Figure 1. Logic cells by family (run 1).
The bar under the picture is 50 µm long.
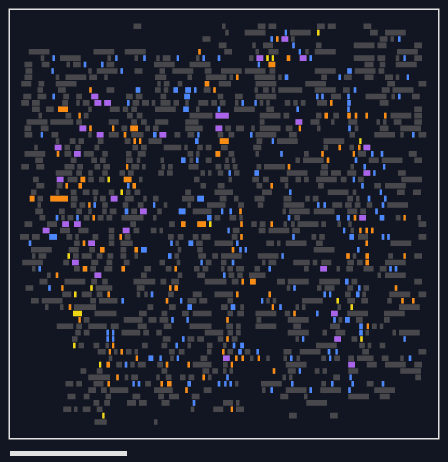
Figure 2. Drive-strength map (run 1).
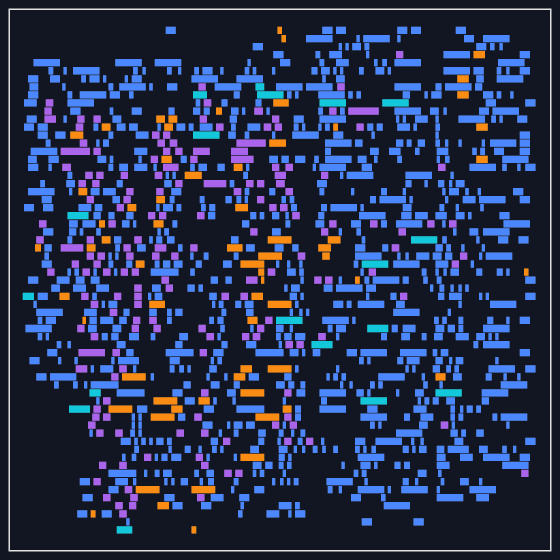
Figure 3. Track usage over the die (run 1).
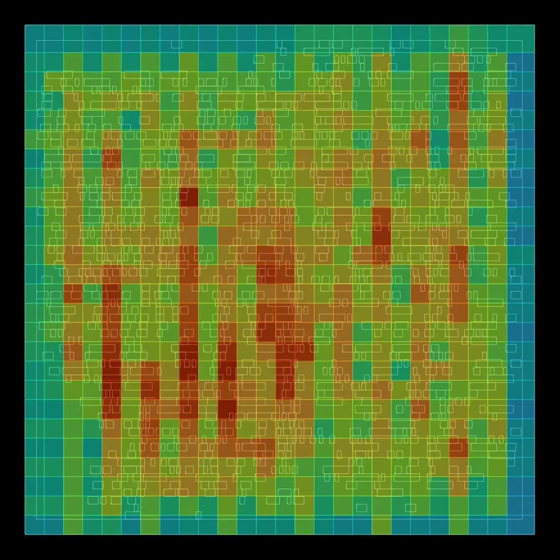
Figure 4. Clock network drawn from the DEF (run 1).
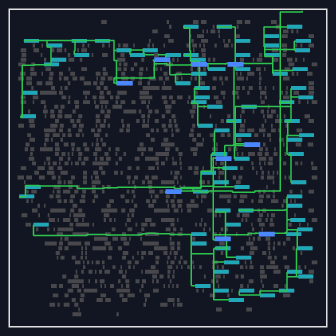
File: config.mk
export PLATFORM = sky130hd
export DESIGN_NAME = exe_wb_stage
export DESIGN_NICKNAME = d
export VERILOG_FILES = /design/src/rtl/exe_wb_stage.sv
export SDC_FILE = /design/constraint.sdc
export NUM_CORES = 1
export LEC_CHECK = 0
export CAP_MARGIN = 20
export CELL_PAD_IN_SITES_DETAIL_PLACEMENT = 1
export CELL_PAD_IN_SITES_GLOBAL_PLACEMENT = 2
export CORE_MARGIN = 4
export CORE_UTILIZATION = 25
export DETAILED_ROUTE_END_ITERATION = 8
export PLACE_DENSITY_LB_ADDON = 0.1
export SLEW_MARGIN = 40
export SYNTH_ARGS = -nofsm -noshare
export SYNTH_HDL_FRONTEND = slang
export SYNTH_SLANG_ARGS = --single-unit
File: constraint.sdc
create_clock -name clk -period 3.3 [get_ports clk]
set_clock_uncertainty 0.15 [all_clocks]
set_input_delay 0.495 -clock clk [delete_from_list [all_inputs] [get_ports clk]]
set_output_delay 0.495 -clock clk [all_outputs]
set_load 0.02 [all_outputs]
File: src/rtl/exe_wb_stage.sv
// Execute/writeback stage: single-cycle ALU ops plus an iterative shift-add multiplier.
// Results are registered straight into the register-file write port.
module exe_wb_stage #(
    parameter int DSIZE = 16,
    parameter int ASIZE = 5
) (
    input  logic             clk,
    input  logic             rst,
    input  logic             in_valid,
    output logic             in_ready,
    input  logic [DSIZE-1:0] rdata1_in,
    input  logic [DSIZE-1:0] rdata2_in,
    input  logic [2:0]       opcode_in,
    input  logic [ASIZE-1:0] waddr_in,
    output logic             wen_out,
    output logic [ASIZE-1:0] waddr_out,
    output logic [DSIZE-1:0] wdata_out,
    output logic             busy
);

    localparam int SHW = $clog2(DSIZE);
    localparam int CW  = $clog2(DSIZE + 1);

    typedef enum logic {
        IDLE = 1'b0,
        MUL  = 1'b1
    } state_t;

    typedef enum logic [2:0] {
        OP_ADD = 3'b000,
        OP_SUB = 3'b001,
        OP_AND = 3'b010,
        OP_OR  = 3'b011,
        OP_SLL = 3'b100,
        OP_SRL = 3'b101,
        OP_SRA = 3'b110,
        OP_MUL = 3'b111
    } op_t;

    state_t           state_q, state_d;
    logic [CW-1:0]    cnt_q;
    logic [DSIZE-1:0] mcand_q, mplier_q, acc_q;
    logic [ASIZE-1:0] mul_waddr_q;

    logic             accept;
    logic             start_mul;
    logic [SHW-1:0]   shamt;
    logic [DSIZE-1:0] alu_res;
    logic [DSIZE-1:0] mul_step;

    assign accept    = in_valid && in_ready;
    assign start_mul = accept && (opcode_in == OP_MUL);
    assign shamt     = rdata2_in[SHW-1:0];
    // Only the low DSIZE product bits are kept, so the multiplicand may truncate as it shifts.
    assign mul_step  = acc_q + (mplier_q[0] ? mcand_q : '0);

    // State register
    always_ff @(posedge clk or negedge rst) begin
        if (!rst) state_q <= IDLE;
        else      state_q <= state_d;
    end

    // Next-state logic
    always_comb begin
        state_d = state_q;
        case (state_q)
            IDLE:    if (start_mul) state_d = MUL;
            MUL:     if (cnt_q == CW'(1)) state_d = IDLE;
            default: state_d = IDLE;
        endcase
    end

    // Outputs decoded from state
    always_comb begin
        in_ready = (state_q == IDLE);
        busy     = (state_q == MUL);
    end

    always_comb begin
        alu_res = '0;
        case (opcode_in)
            OP_ADD:  alu_res = rdata1_in + rdata2_in;
            OP_SUB:  alu_res = rdata1_in - rdata2_in;
            OP_AND:  alu_res = rdata1_in & rdata2_in;
            OP_OR:   alu_res = rdata1_in | rdata2_in;
            OP_SLL:  alu_res = rdata1_in << shamt;
            OP_SRL:  alu_res = rdata1_in >> shamt;
            OP_SRA:  alu_res = $signed(rdata1_in) >>> shamt;
            default: alu_res = '0;
        endcase
    end

    always_ff @(posedge clk or negedge rst) begin
        if (!rst) begin
            cnt_q       <= '0;
            mcand_q     <= '0;
            mplier_q    <= '0;
            acc_q       <= '0;
            mul_waddr_q <= '0;
            wen_out     <= 1'b0;
            waddr_out   <= '0;
            wdata_out   <= '0;
        end else begin
            wen_out <= 1'b0;
            case (state_q)
                IDLE: begin
                    if (start_mul) begin
                        mcand_q     <= rdata1_in;
                        mplier_q    <= rdata2_in;
                        acc_q       <= '0;
                        mul_waddr_q <= waddr_in;
                        cnt_q       <= CW'(DSIZE);
                    end else if (accept) begin
                        wen_out   <= |waddr_in;
                        waddr_out <= waddr_in;
                        wdata_out <= alu_res;
                    end
                end
                MUL: begin
                    mcand_q  <= mcand_q << 1;
                    mplier_q <= mplier_q >> 1;
                    acc_q    <= mul_step;
                    cnt_q    <= cnt_q - CW'(1);
                    if (cnt_q == CW'(1)) begin
                        wen_out   <= |mul_waddr_q;
                        waddr_out <= mul_waddr_q;
                        wdata_out <= mul_step;
                    end
                end
                default: ;
            endcase
        end
    end

endmodule

==> summary.txt, run 1 <==
largest buffer count on any clock path: 2
Die Area: 0.03325 mm²
max_cap viols: 0
number of enable-type register cells in the synthesized netlist: 0
sequential power: 1.75 mW
status: finished, violations left
ys cells: 906
part of the power in registers: 0.304
count of plain and timing-repair buffers in the layout: 222
worst hold slack: -0.01124 ns
clock slew at reported path FFs: 0.08 ns
net switching power of the design: 2.496 mW
highest fanout seen on the critical path: 5
Well-Tap Cells: 390
Post-Synth AOI/OAI Area: 0.2359
ratio of routed vias to standard cells: 5.227
antenna diode count: 1
top-area cell type share of the netlist area: 0.2667
fraction of synthesized area in multiplexers: 0.1413
type of the worst setup path: input pin to register
highest metal layer with signal wires: met4
Final Hold Fails: 5
violations in the final reports: negative hold slack
cell accounting for the most synthesized area: sky130_fd_sc_hd__dfrtp_1
sequential area share after synthesis: 0.2667
-- Figure 1 (at the start) --
- nor cells: orange (cells 107; most used nor2_1)
- nand cells: blue (cells 168; most used nand2_1; where spread over the die)
- inv cells: yellow (cells 17; most used inv_1; where spread over the die)
- xor and xnor cells: purple (cells 32; most used xnor2_1)
number of cells in the finished layout apart from fillers: 1,466
most instantiated logic cell after routing: sky130_fd_sc_hd__buf_4
proportion of cell area occupied by multi-input gates: 0.5318

-- Figure 2 (at the start) --
- x2: orange (cells 65)
- x6 and larger: cyan (cells 18)
- x3 and x4: purple (cells 171)
- x1 and smaller: blue (cells 821)
final design instance area without fill: 0.01006 mm²
Setup WS post-layout: 0.1101 ns
post-synthesis to final-layout area growth: 32.38%

-- Figure 3 (at the start) --
routing usage on met2: 0.3261
fin util: 0.3377
met3 routing resource usage after global routing: 0.02232
detailed-route wire length per cell: 22.35 µm
GRT Resource Usage Total: 0.1979

-- Figure 4 (at the start) --
- clock wires: green (length 1,620 µm)
- flip-flops: cyan (count 81)
- clock-net drivers: blue (count 9)
- flops lie: spread over the die
- routed clock nets: 10

-- run 1: cells in the mapped netlist, types with 4 or more instances --
library cell and instances:
sky130_fd_sc_hd__a211oi_1 6, sky130_fd_sc_hd__a21o_1 12, sky130_fd_sc_hd__a21oi_1 48, sky130_fd_sc_hd__a221oi_1 6
sky130_fd_sc_hd__a22oi_1 6, sky130_fd_sc_hd__a311oi_1 4, sky130_fd_sc_hd__a31oi_1 17, sky130_fd_sc_hd__and2_1 17
sky130_fd_sc_hd__and3_1 7, sky130_fd_sc_hd__buf_1 4, sky130_fd_sc_hd__buf_2 8, sky130_fd_sc_hd__buf_6 4
sky130_fd_sc_hd__clkbuf_1 40, sky130_fd_sc_hd__clkbuf_8 7, sky130_fd_sc_hd__dfrtp_1 81, sky130_fd_sc_hd__ha_1 36
sky130_fd_sc_hd__inv_1 14, sky130_fd_sc_hd__maj3_1 4, sky130_fd_sc_hd__mux2_2 11, sky130_fd_sc_hd__mux2i_1 45
sky130_fd_sc_hd__mux4_1 7, sky130_fd_sc_hd__mux4_2 14, sky130_fd_sc_hd__nand2_1 136, sky130_fd_sc_hd__nand2b_1 4
sky130_fd_sc_hd__nand3_1 15, sky130_fd_sc_hd__nand3b_1 4, sky130_fd_sc_hd__nand4_1 7, sky130_fd_sc_hd__nor2_1 83
sky130_fd_sc_hd__nor2b_1 4, sky130_fd_sc_hd__nor3_1 14, sky130_fd_sc_hd__o211ai_1 13, sky130_fd_sc_hd__o21a_1 16
sky130_fd_sc_hd__o21ai_0 90, sky130_fd_sc_hd__o22ai_1 4, sky130_fd_sc_hd__o31ai_1 8, sky130_fd_sc_hd__xnor2_1 18
sky130_fd_sc_hd__xor2_1 13
-- run 1: final timing paths --
path                                                from                         to  slack [ns]  cells past startpoint
worst max-delay path                        rdata2_in[1]  wdata_out[12]$_DFFE_PN0P_        0.11                     13
worst min-delay path                                 rst     mcand_q[0]$_DFFE_PN0P_       -0.01                      1
worst max register to register   mplier_q[0]$_DFFE_PN0P_  wdata_out[14]$_DFFE_PN0P_        0.32                     11
worst min register to register  waddr_out[3]$_DFFE_PN0P_   waddr_out[3]$_DFFE_PN0P_        0.33                      2
max in group asynchronous                            rst  wdata_out[13]$_DFFE_PN0P_        2.32                      2
min in group clk                waddr_out[3]$_DFFE_PN0P_   waddr_out[3]$_DFFE_PN0P_        0.33                      2
-- run 1: metrics by stage --
step / power, mW / std cells / instance area, µm² / setup slack (ns) / hold WS (ns)
after floorplan: 3.465 / 906 / 7696 / -0.1584 / 0.04941
after global placement: 4.758 / 1444 / 9585 / -0.7759 / 0.3119
after detailed placement: 4.798 / 1444 / 9585 / -0.8063 / 0.3195
after CTS: 5.841 / 1464 / 9992 / 0.008335 / 0.001401
after global routing: 6.254 / 1465 / 10060 / -0.004612 / 0.02428
final: 5.760 / 1466 / 10060 / 0.1101 / -0.01124
-- run 1: repair_timing --
| item | in CTS | in global routing |
|---|---|---|
| endpoints found under the setup margin | 11 | 9 |
| setup buffers | 7 | 1 |
| cloned | 0 | 0 |
| resized | 36 | 24 |
| pin swaps | 22 | 23 |
Figure 5. Metal 3 (run 1).
Cells faint in the background.
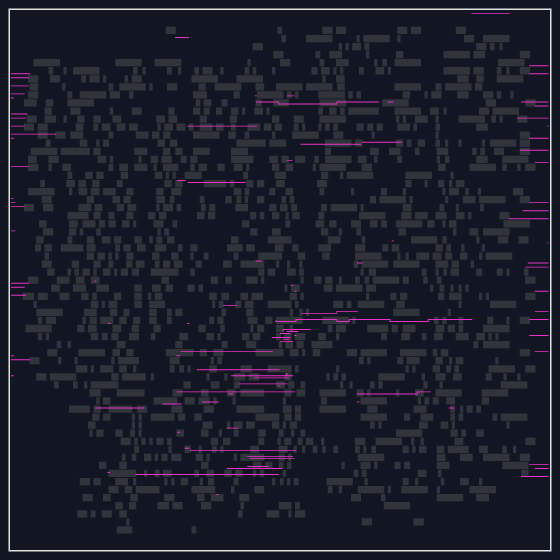

==> run 1 -> run 2 <==
CTS_CLUSTER_DIAMETER = 60   (was unset)
RECOVER_POWER = 50   (was unset)
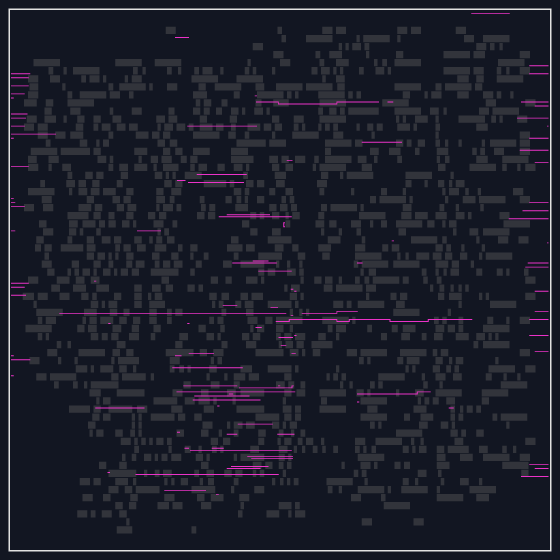
Figure 6: run 2, metal 3.
Cells faint in the background.
- wire length on this layer: 1,000 µm
- longest straight run: 76.4 µm
- nets with wire on the layer: 79
- main direction: horizontal
- share of all routed wire: 3.1%
Post-Route WL: 32,750 µm
number of vias after detailed routing: 7,687

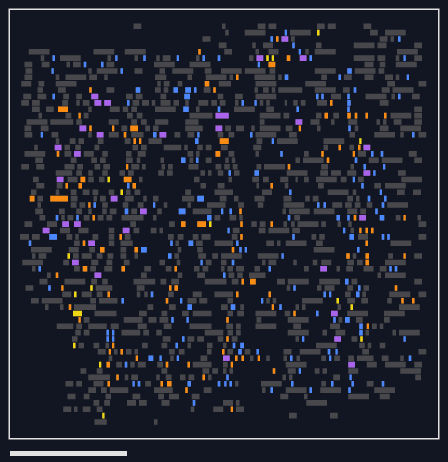
Figure 7: run 2, logic cells by family.
The bar under the picture is 50 µm long.
proportion of cell area occupied by multi-input gates: 0.5332

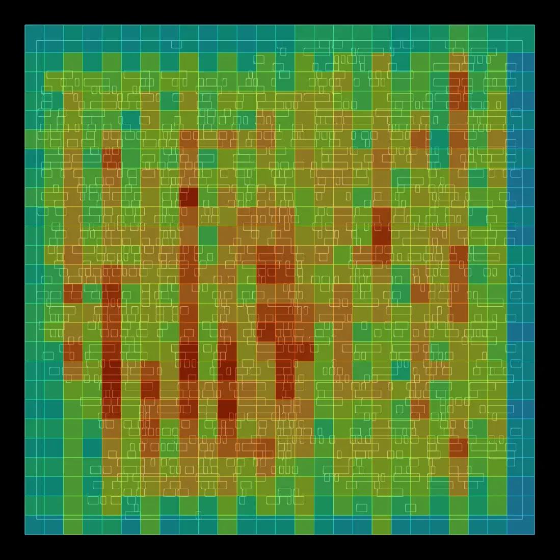
Figure 8: run 2, track usage over the die.
met1 track demand over resource: 0.2770
fin util: 0.3368
detailed-route wire length per cell: 22.34 µm
most crowded layer after global routing: met2

==> summary.txt, run 2 <==
leading post-synthesis cells by instance count: sky130_fd_sc_hd__nand2_1 (136), sky130_fd_sc_hd__o21ai_0 (90), sky130_fd_sc_hd__nor2_1 (83)
Tcrit/Tclk final: 0.9682
most instantiated logic cell after routing: sky130_fd_sc_hd__buf_4
Switching Share: 0.4338
share of flip-flops with an asynchronous set or reset: 1.000
Max VDD drop: 0.0002757 V
clock slew at reported path FFs: 0.08 ns (about the same)
maximum number of pins on one net before global-route repair: 53
GRT Resource Usage Total: 0.1979 (unchanged)
final global-route overflow total: 0
post-synthesis to final-layout area growth: 32.04%
maximum clock rate: 313.0 MHz
sequential area share after synthesis: 0.2667 (unchanged)
post-layout net count: 1,154
part of the power in registers: 0.304 (about the same)
max_cap viols: 0 (unchanged)
violations in the final reports: negative hold slack
highest fanout seen on the critical path: 5 (unchanged)
post-synth area from yosys stat: 0.007600 mm²
total number of H-tree levels: 3
cell accounting for the most synthesized area: sky130_fd_sc_hd__dfrtp_1
ratio of routed vias to standard cells: 5.244 (+0.31%)
sequential power: 1.75 mW (about the same)
Slew @ Worst Pin: 1.201 ns
sort of element at the end of the critical path: register
status: finished, violations left
CTS tree: built
leading cell type by number of instances after synthesis: sky130_fd_sc_hd__nand2_1
net switching power of the design: 2.493 mW (-0.13%)
total power draw: 5.748 mW (-0.21%)
ys cells: 906 (unchanged)
Die Area: 0.03325 mm² (unchanged)
worst hold slack: -0.02058 ns (-0.009339 ns)
largest buffer count on any clock path: 2 (unchanged)
final setup TNS: 0 ns
type of the worst setup path: input pin to register
Final Hold Fails: 11 (+6)
top-area cell type share of the netlist area: 0.2667 (unchanged)
number of warning messages in the yosys log: 0
first-pass iteration count of the detailed router: 5
number of enable-type register cells in the synthesized netlist: 0 (unchanged)
Initial Utilization: 0.2551
run 2: repair_timing:
action                                  CTS  global route
pin swaps                                22            23
buffers inserted                          7             1
endpoints found under the setup margin   11             9
cloned                                    0             0
resized                                  36            24
run 2: kinds of logic (layout without fill, tap and decap cells):
| kind of cell | Yosys count | in the layout | share of synthesized area |
|---|---|---|---|
| AND-OR/OR-AND | 275 | 275 | 0.2359 |
| flip-flops | 81 | 81 | 0.2667 |
| XOR/XNOR | 32 | 32 | 0.03787 |
| other | 0 | 1 | 0 |
| buffers and inverters | 83 | 252 | 0.05795 |
| adder cells (fa/ha/maj) | 42 | 42 | 0.06981 |
| multiplexers | 77 | 77 | 0.1413 |
| AND/OR/NAND/NOR | 316 | 316 | 0.1905 |
run 2: per-stage QoR:
step           cells  setup WS [ns]  area, µm²
2_1_floorplan    906        -0.1584       7696
3_3_place_gp    1444        -0.7759       9585
3_5_place_dp    1444        -0.8063       9585
4_1_cts         1464       0.008335       9992
5_1_grt         1465      -0.004612      10030
6_report        1466         0.1049      10030
run 2: worst max-delay path, cell delays in order:
cell                      delay [ns]
sky130_fd_sc_hd__buf_8          0.11
sky130_fd_sc_hd__or4_4          0.57
sky130_fd_sc_hd__nor4_4         0.23
sky130_fd_sc_hd__a21oi_2        0.10
sky130_fd_sc_hd__xnor2_1        0.13
sky130_fd_sc_hd__ha_1           0.34
sky130_fd_sc_hd__a21o_1         0.19
sky130_fd_sc_hd__nor3_2         0.06
sky130_fd_sc_hd__and3_4         0.19
sky130_fd_sc_hd__o21a_1         0.20
sky130_fd_sc_hd__o211a_1        0.25
sky130_fd_sc_hd__o31ai_4        0.29
sky130_fd_sc_hd__a31oi_1        0.12
run 2: routing by layer:
| layer | GRT usage | vias to the layer above | share of wire |
|---|---|---|---|
| met2 | 0.3261 | 150 | 0.46 |
| met3 | 0.02232 | 36 | 0.031 |
| met4 | 0.05074 | 0 | 0.021 |
| met1 | 0.2770 | 3830 | 0.49 |
| met5 | 0 | - | 0 |
| li1 | - | 3671 | - |
run 2: cell type report:
class | instances | area, µm²
fillers | 3488 | 19760
multi-input cells | 742 | 5350
flip-flops and latches | 81 | 2031
repair buffers | 222 | 1834
well taps | 390 | 488.0
clock buffers | 10 | 239.0
inverters | 17 | 71.32
clock inverters | 3 | 18.77
diodes | 1 | 2.502
run 2: path summary, 6_finish.rpt:
check / startpoint / end / slack, ns / depth (start not counted)
max: rdata2_in[1] / wdata_out[12]$_DFFE_PN0P_ / 0.10 / 13
min: rst / mcand_q[0]$_DFFE_PN0P_ / -0.02 / 1
max reg2reg: mplier_q[0]$_DFFE_PN0P_ / wdata_out[14]$_DFFE_PN0P_ / 0.32 / 11
min reg2reg: waddr_out[2]$_DFFE_PN0P_ / waddr_out[2]$_DFFE_PN0P_ / 0.32 / 2
max in group asynchronous: rst / wdata_out[13]$_DFFE_PN0P_ / 1.41 / 2
min in group clk: waddr_out[2]$_DFFE_PN0P_ / waddr_out[2]$_DFFE_PN0P_ / 0.32 / 2
No activity file was given, so power comes from the tool's default toggle rates.
